wires.png
Two of the layers only.
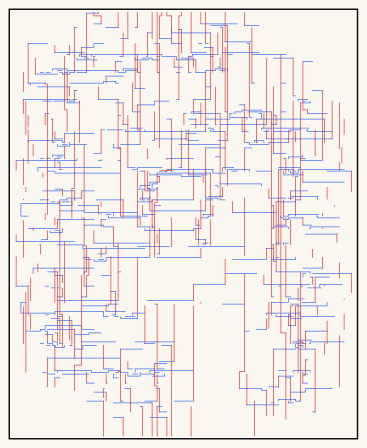
congestion.png
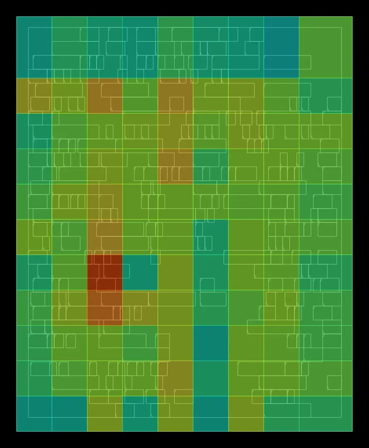
detail.png
Region (37, 8) to (62, 33) um. Cells in grey, sequential cells in the stronger grey; small squares are vias.
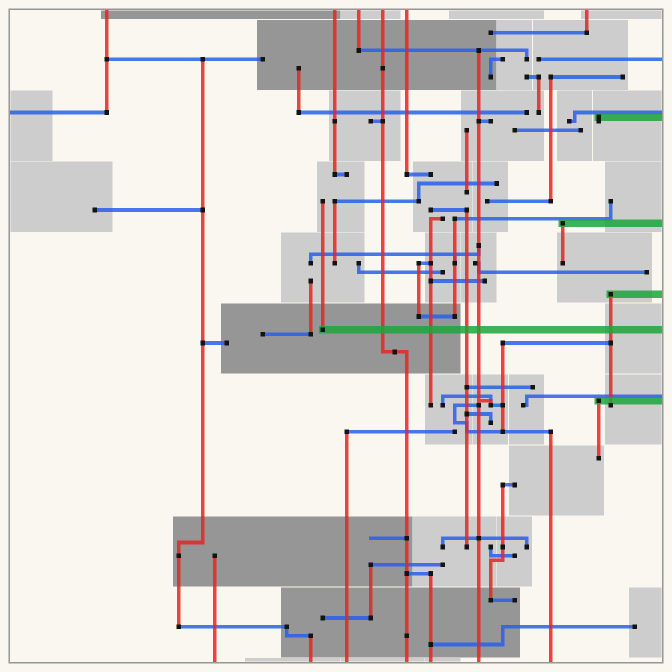
<file path="src/rtl/alu_seq_pkg.sv">
// Shared definitions for the ALU sequencer: FSM state encoding and the
// op-code values also used when generating the alu_lo/alu_hi ROM images.
package alu_seq_pkg;

    typedef enum logic [1:0] {
        ST_IDLE   = 2'd0,
        ST_SETTLE = 2'd1,
        ST_DONE   = 2'd2
    } state_t;

    localparam logic [3:0] OP_ADD = 4'h0;
    localparam logic [3:0] OP_SUB = 4'h1;
    localparam logic [3:0] OP_AND = 4'h2;
    localparam logic [3:0] OP_OR  = 4'h3;
    localparam logic [3:0] OP_XOR = 4'h4;

    // Counter preload: SETTLE lasts exactly wait_cycles clock cycles.
    function automatic logic [3:0] settle_init(input int wait_cycles);
        return 4'(wait_cycles - 1);
    endfunction

endpackage

</file>
<file path="src/rtl/alu_seq_if.sv">
// Request/response bus of the ALU sequencer.
// Both channels use valid/ready: a transfer happens on a rising clk edge where
// valid & ready are both high; valid never waits for ready, payload is stable while valid & !ready.
interface alu_seq_if;
    logic       req_valid;
    logic       req_ready;
    logic [7:0] req_a;
    logic [7:0] req_b;
    logic [3:0] req_op;
    logic       req_invert;
    logic       req_carry;
    logic       rsp_valid;
    logic       rsp_ready;
    logic [7:0] rsp_result;
    logic       rsp_carry;
    logic       rsp_zero;

    modport master (
        output req_valid, req_a, req_b, req_op, req_invert, req_carry, rsp_ready,
        input  req_ready, rsp_valid, rsp_result, rsp_carry, rsp_zero
    );

    modport slave (
        input  req_valid, req_a, req_b, req_op, req_invert, req_carry, rsp_ready,
        output req_ready, rsp_valid, rsp_result, rsp_carry, rsp_zero
    );
endinterface

</file>
<file path="src/rtl/alu_seq.sv">
// Sequencer in front of the EEPROM ALU pair: latches a request onto the ROM
// address pins, holds output-enable low for WAIT_CYCLES, then captures the result.
module alu_seq
    import alu_seq_pkg::*;
#(
    parameter int WAIT_CYCLES = 4
) (
    input  logic       clk,
    input  logic       n_rst,
    alu_seq_if.slave   bus,
    output logic [7:0] alu_a,
    output logic [7:0] alu_b,
    output logic [3:0] alu_op,
    output logic       alu_invert,
    output logic       alu_carry_in,
    output logic       alu_n_oe,
    input  logic [7:0] alu_result,
    input  logic       alu_n_carry,
    output state_t     dbg_state
);

    if (WAIT_CYCLES < 1 || WAIT_CYCLES > 15) begin : g_bad_wait
        $error("alu_seq: WAIT_CYCLES must be in 1..15");
    end

    localparam logic [3:0] CNT_INIT = settle_init(WAIT_CYCLES);

    state_t     state;
    state_t     state_nx;
    logic [3:0] cnt;
    logic       ready_c;
    logic       load;
    logic       capture;

    always_ff @(posedge clk or negedge n_rst) begin
        if (!n_rst) state <= ST_IDLE;
        else        state <= state_nx;
    end

    always_comb begin
        state_nx = state;
        ready_c  = 1'b0;
        load     = 1'b0;
        capture  = 1'b0;
        case (state)
            ST_IDLE: begin
                ready_c = 1'b1;
                if (bus.req_valid) begin
                    load     = 1'b1;
                    state_nx = ST_SETTLE;
                end
            end
            ST_SETTLE: begin
                if (cnt == 4'd0) begin
                    capture  = 1'b1;
                    state_nx = ST_DONE;
                end
            end
            ST_DONE: begin
                // Consuming the response frees the slot for a new request in the same cycle.
                ready_c = bus.rsp_ready;
                if (bus.rsp_ready) begin
                    if (bus.req_valid) begin
                        load     = 1'b1;
                        state_nx = ST_SETTLE;
                    end else begin
                        state_nx = ST_IDLE;
                    end
                end
            end
            default: state_nx = ST_IDLE;
        endcase
    end

    assign bus.req_ready = ready_c & n_rst;
    assign bus.rsp_valid = (state == ST_DONE);
    assign dbg_state     = state;

    // alu_result is only sampled in the capture cycle, so a floating bus never reaches rsp_*.
    always_ff @(posedge clk or negedge n_rst) begin
        if (!n_rst) begin
            alu_a          <= 8'h00;
            alu_b          <= 8'h00;
            alu_op         <= 4'h0;
            alu_invert     <= 1'b0;
            alu_carry_in   <= 1'b0;
            alu_n_oe       <= 1'b1;
            cnt            <= 4'd0;
            bus.rsp_result <= 8'h00;
            bus.rsp_carry  <= 1'b0;
            bus.rsp_zero   <= 1'b0;
        end else begin
            alu_n_oe <= (state_nx != ST_SETTLE);
            if (load) begin
                alu_a        <= bus.req_a;
                alu_b        <= bus.req_b;
                alu_op       <= bus.req_op;
                alu_invert   <= bus.req_invert;
                alu_carry_in <= bus.req_carry;
                cnt          <= CNT_INIT;
            end else if (state == ST_SETTLE && cnt != 4'd0) begin
                cnt <= cnt - 4'd1;
            end
            if (capture) begin
                bus.rsp_result <= alu_result;
                bus.rsp_carry  <= ~alu_n_carry;
                bus.rsp_zero   <= (alu_result == 8'h00);
            end
        end
    end

endmodule
</file>
<file path="src/flat_wrapper.sv">
// flat-port wrapper written by rule: the top's interface ports become plain ports
module alu_seq_flat import alu_seq_pkg::*;
#(
    parameter int WAIT_CYCLES = 4
)
  (clk, n_rst, alu_a, alu_b, alu_op, alu_invert, alu_carry_in, alu_n_oe, alu_result, alu_n_carry, dbg_state, bus_req_valid, bus_req_a, bus_req_b, bus_req_op, bus_req_invert, bus_req_carry, bus_rsp_ready, bus_req_ready, bus_rsp_valid, bus_rsp_result, bus_rsp_carry, bus_rsp_zero);
  alu_seq_if bus_i ();
  input  logic clk;
  input  logic n_rst;
  output logic [7:0] alu_a;
  output logic [7:0] alu_b;
  output logic [3:0] alu_op;
  output logic alu_invert;
  output logic alu_carry_in;
  output logic alu_n_oe;
  input  logic [7:0] alu_result;
  input  logic alu_n_carry;
  output state_t dbg_state;
  input wire logic [$bits(bus_i.req_valid)-1:0] bus_req_valid;
  input wire logic [$bits(bus_i.req_a)-1:0] bus_req_a;
  input wire logic [$bits(bus_i.req_b)-1:0] bus_req_b;
  input wire logic [$bits(bus_i.req_op)-1:0] bus_req_op;
  input wire logic [$bits(bus_i.req_invert)-1:0] bus_req_invert;
  input wire logic [$bits(bus_i.req_carry)-1:0] bus_req_carry;
  input wire logic [$bits(bus_i.rsp_ready)-1:0] bus_rsp_ready;
  output wire logic [$bits(bus_i.req_ready)-1:0] bus_req_ready;
  output wire logic [$bits(bus_i.rsp_valid)-1:0] bus_rsp_valid;
  output wire logic [$bits(bus_i.rsp_result)-1:0] bus_rsp_result;
  output wire logic [$bits(bus_i.rsp_carry)-1:0] bus_rsp_carry;
  output wire logic [$bits(bus_i.rsp_zero)-1:0] bus_rsp_zero;
  assign bus_i.req_valid = bus_req_valid;
  assign bus_i.req_a = bus_req_a;
  assign bus_i.req_b = bus_req_b;
  assign bus_i.req_op = bus_req_op;
  assign bus_i.req_invert = bus_req_invert;
  assign bus_i.req_carry = bus_req_carry;
  assign bus_i.rsp_ready = bus_rsp_ready;
  assign bus_req_ready = bus_i.req_ready;
  assign bus_rsp_valid = bus_i.rsp_valid;
  assign bus_rsp_result = bus_i.rsp_result;
  assign bus_rsp_carry = bus_i.rsp_carry;
  assign bus_rsp_zero = bus_i.rsp_zero;
  alu_seq #(.WAIT_CYCLES(WAIT_CYCLES)) u_core (.clk(clk), .n_rst(n_rst), .bus(bus_i), .alu_a(alu_a), .alu_b(alu_b), .alu_op(alu_op), .alu_invert(alu_invert), .alu_carry_in(alu_carry_in), .alu_n_oe(alu_n_oe), .alu_result(alu_result), .alu_n_carry(alu_n_carry), .dbg_state(dbg_state));
endmodule
</file>
<file path="config.mk">
export PLATFORM = sky130hd
export DESIGN_NAME = alu_seq_flat
export DESIGN_NICKNAME = d
export VERILOG_FILES = /design/src/rtl/alu_seq_pkg.sv /design/src/rtl/alu_seq_if.sv /design/src/rtl/alu_seq.sv /design/src/flat_wrapper.sv
export SDC_FILE = /design/constraint.sdc
export NUM_CORES = 1
export LEC_CHECK = 0
export ABC_AREA = 1
export CORE_ASPECT_RATIO = 1.25
export CORE_MARGIN = 2
export CORE_UTILIZATION = 35
export CTS_BUF_LIST = sky130_fd_sc_hd__clkbuf_4 sky130_fd_sc_hd__clkbuf_8
export CTS_CLUSTER_DIAMETER = 200
export CTS_CLUSTER_SIZE = 10
export DETAILED_ROUTE_END_ITERATION = 10
export PLACE_DENSITY = 0.67
export SKIP_CTS_REPAIR_TIMING = 1
export SLEW_MARGIN = 30
export SYNTH_ARGS = -nofsm -noshare
export SYNTH_HDL_FRONTEND = slang
export SYNTH_SLANG_ARGS = --single-unit
</file>
<file path="constraint.sdc">
create_clock -name clk -period 3 [get_ports clk]
set_input_delay 0.3 -clock clk [delete_from_list [all_inputs] [get_ports clk]]
set_output_delay 0.3 -clock clk [all_outputs]
set_load 0.1 [all_outputs]
</file>
==> impl_metrics.yaml <==
# yosys + openroad results
status:
  outcome: "complete, no violations"
clock_network:
  worstSkewPairLatency_ns: 0.28
  cts_tree: "done"
  htreeDepth: 2
  cts_sinks: 39
  clockBufferDepth: 2
  cts-buffers-inserted: 5
  cts-root-buf: "clkbuf_8"
placement:
  io_buffers: 71
  place_congestion: 0.688
  dp_hpwl_mm: 2.50
  dpl_cell_area_um2: 2390
  dp_cells: 313
final_timing:
  setup_slack_ns: 0.898
  clock_skew_ns: 0.00619
  hold_viol: 0
  period_used_pct: 70.1
  drv_slew: 0
  max_freq_ghz: 0.476
  hold_slack_ns: 0.0902
  relSlewSlack_pct: 35.1
  fin_tns_setup_ns: 0
  finalSetupViolCount: 0
  tightest_slew_ns: 0.970
finish:
  seq-cell-share_pct: 39.2
  drive_gt1_share_pct: 14.9
  seq_cell_count: 39
  nNetsFinal: 297
  final_area_um2: 2490
  clock_buffers: 7
  flop_area_um2: 977
  comb_share_pct: 20.0
  layout_top_cells: "clkdlybuf4s50_1 (54), nand2_1 (52), dfrtp_1 (38), inv_1 (37), o21ai_0 (23)"
  nNonClkBuffers: 73
  area_delta_synth_final_pct: 50.2
  n_all_inverters: 38
  num_antenna_cells: 0
  lay_top_count: "clkdlybuf4s50_1"
  comb_area_um2: 499
critical_path:
  required_ns: 2.70
  arrival_ns: 1.80
  slowest_stage: "clkdlybuf4s50_1"
  crit_chain: "clkdlybuf4s50_1"
  worstSetupEndpointType: "output pin"
  max_stage_delay_ns: 1.14
  crit_fanout: 3
  critPathLaunchType: "flop"
synthesis:
  yosysSeqAreaShare_pct: 58.9
  top_area_cell: "dfrtp_1"
  syn-instance-count: 186
  yosys.cell_types.count: 20
  numSynthFlops: 39
  ys_chip_area_um2: 1660
  syn_area_um2: 1660
  synth.top_cell.area_share_pct: 57.3
  syn_nets: 223
  area_leaders: "dfrtp_1 (57%), nand2_1 (12%), inv_1 (8.4%)"
  yosysWarnings: 0
global_routing:
  grt_max_degree: 40
  grt_overflow: 0
  grt_pass1_vias: 1295
die:
  initial_core_util_pct: 35.6
  rows: 28
  coreArea_um2: 4660
  ios: 72
  dieArea_um2: 5310
  die_height_um: 81.0
worst_hold_path:
  hp-class: "input pin to async pin"
drt:
  ant_nets: 0
  drt_iter0_drc: 52
  drt_first_pass_iters: 4
  wl_per_cell_um: 10.2
  vias: 1346
run:
  maxCapViolations: 0
  tool_warnings: 27
About wires.png:
legend:
  metal 2:
    colour: red
    wire_length: 1620 um
  metal 1:
    colour: blue
    wire_length: 1360 um

About congestion.png:
Global Route Usage Sum: 13.2%
met3 Usage GRT: 4.71%
GR Util met2: 22.6%
met1 global-route usage: 15.7%
GR peak layer: met2

About detail.png:
legend:
  metal 2:
    colour: red
  metal 3:
    colour: green
  metal 1:
    colour: blue
sequential cells in the window: 4
cells with their middle in the window: 28
most frequent: clkdlybuf4s50_1 (7)
netlist names of flops here include: u_core.bus.rsp_result (3), u_core.bus.rsp_carry (1)

-- logic make-up after synthesis --
logic type               after synthesis  synth area share (%)
adder cells (fa/ha/maj)                2                  1.51
AND-OR/OR-AND                         30                  10.4
AND/OR/NAND/NOR                       70                  17.6
buffers and inverters                 44                  11.1
flip-flops                            39                  58.9
XOR/XNOR                               1                 0.528
-- per-layer routing --
layer  vias to the layer above  wire [um]  track usage (%)
met5                         -          0                0
met4                         0         29             3.75
met3                         4        261             4.71
met2                        53       1620             22.6
met1                       579       1360             15.7
li1                        710          -                -
-- path summary, 6_finish.rpt --
check / startpoint / end / slack, ns / depth (start not counted)
worst max-delay path: u_core.dbg_state[1] / dbg_state[1] / 0.90 / 1
worst min-delay path: n_rst / u_core.bus.rsp_result[6] / 0.09 / 2
worst max register to register: u_core.dbg_state[1] / u_core.alu_a[2] / 1.43 / 5
worst min register to register: u_core.bus.rsp_result[3] / u_core.bus.rsp_result[3] / 0.48 / 2
max in group asynchronous: n_rst / u_core.alu_n_oe / 2.55 / 2
min in group clk: u_core.bus.rsp_result[3] / u_core.bus.rsp_result[3] / 0.48 / 2
-- cells in the mapped netlist (all sizes together) --
master  number
nand4        1
o21ai       30
dfstp        1
nand2       54
clkbuf       1
inv         38
ha           2
nand3        8
and3         1
xor2         1
nor2         6
buf          5
dfrtp       38
-- worst register-to-register path: stages (launching register included) --
cell     delay [ns]
dfrtp_1        0.40
nand2_1        0.09
nand3_1        0.45
buf_12         0.37
nand2_1        0.06
o21ai_0        0.08
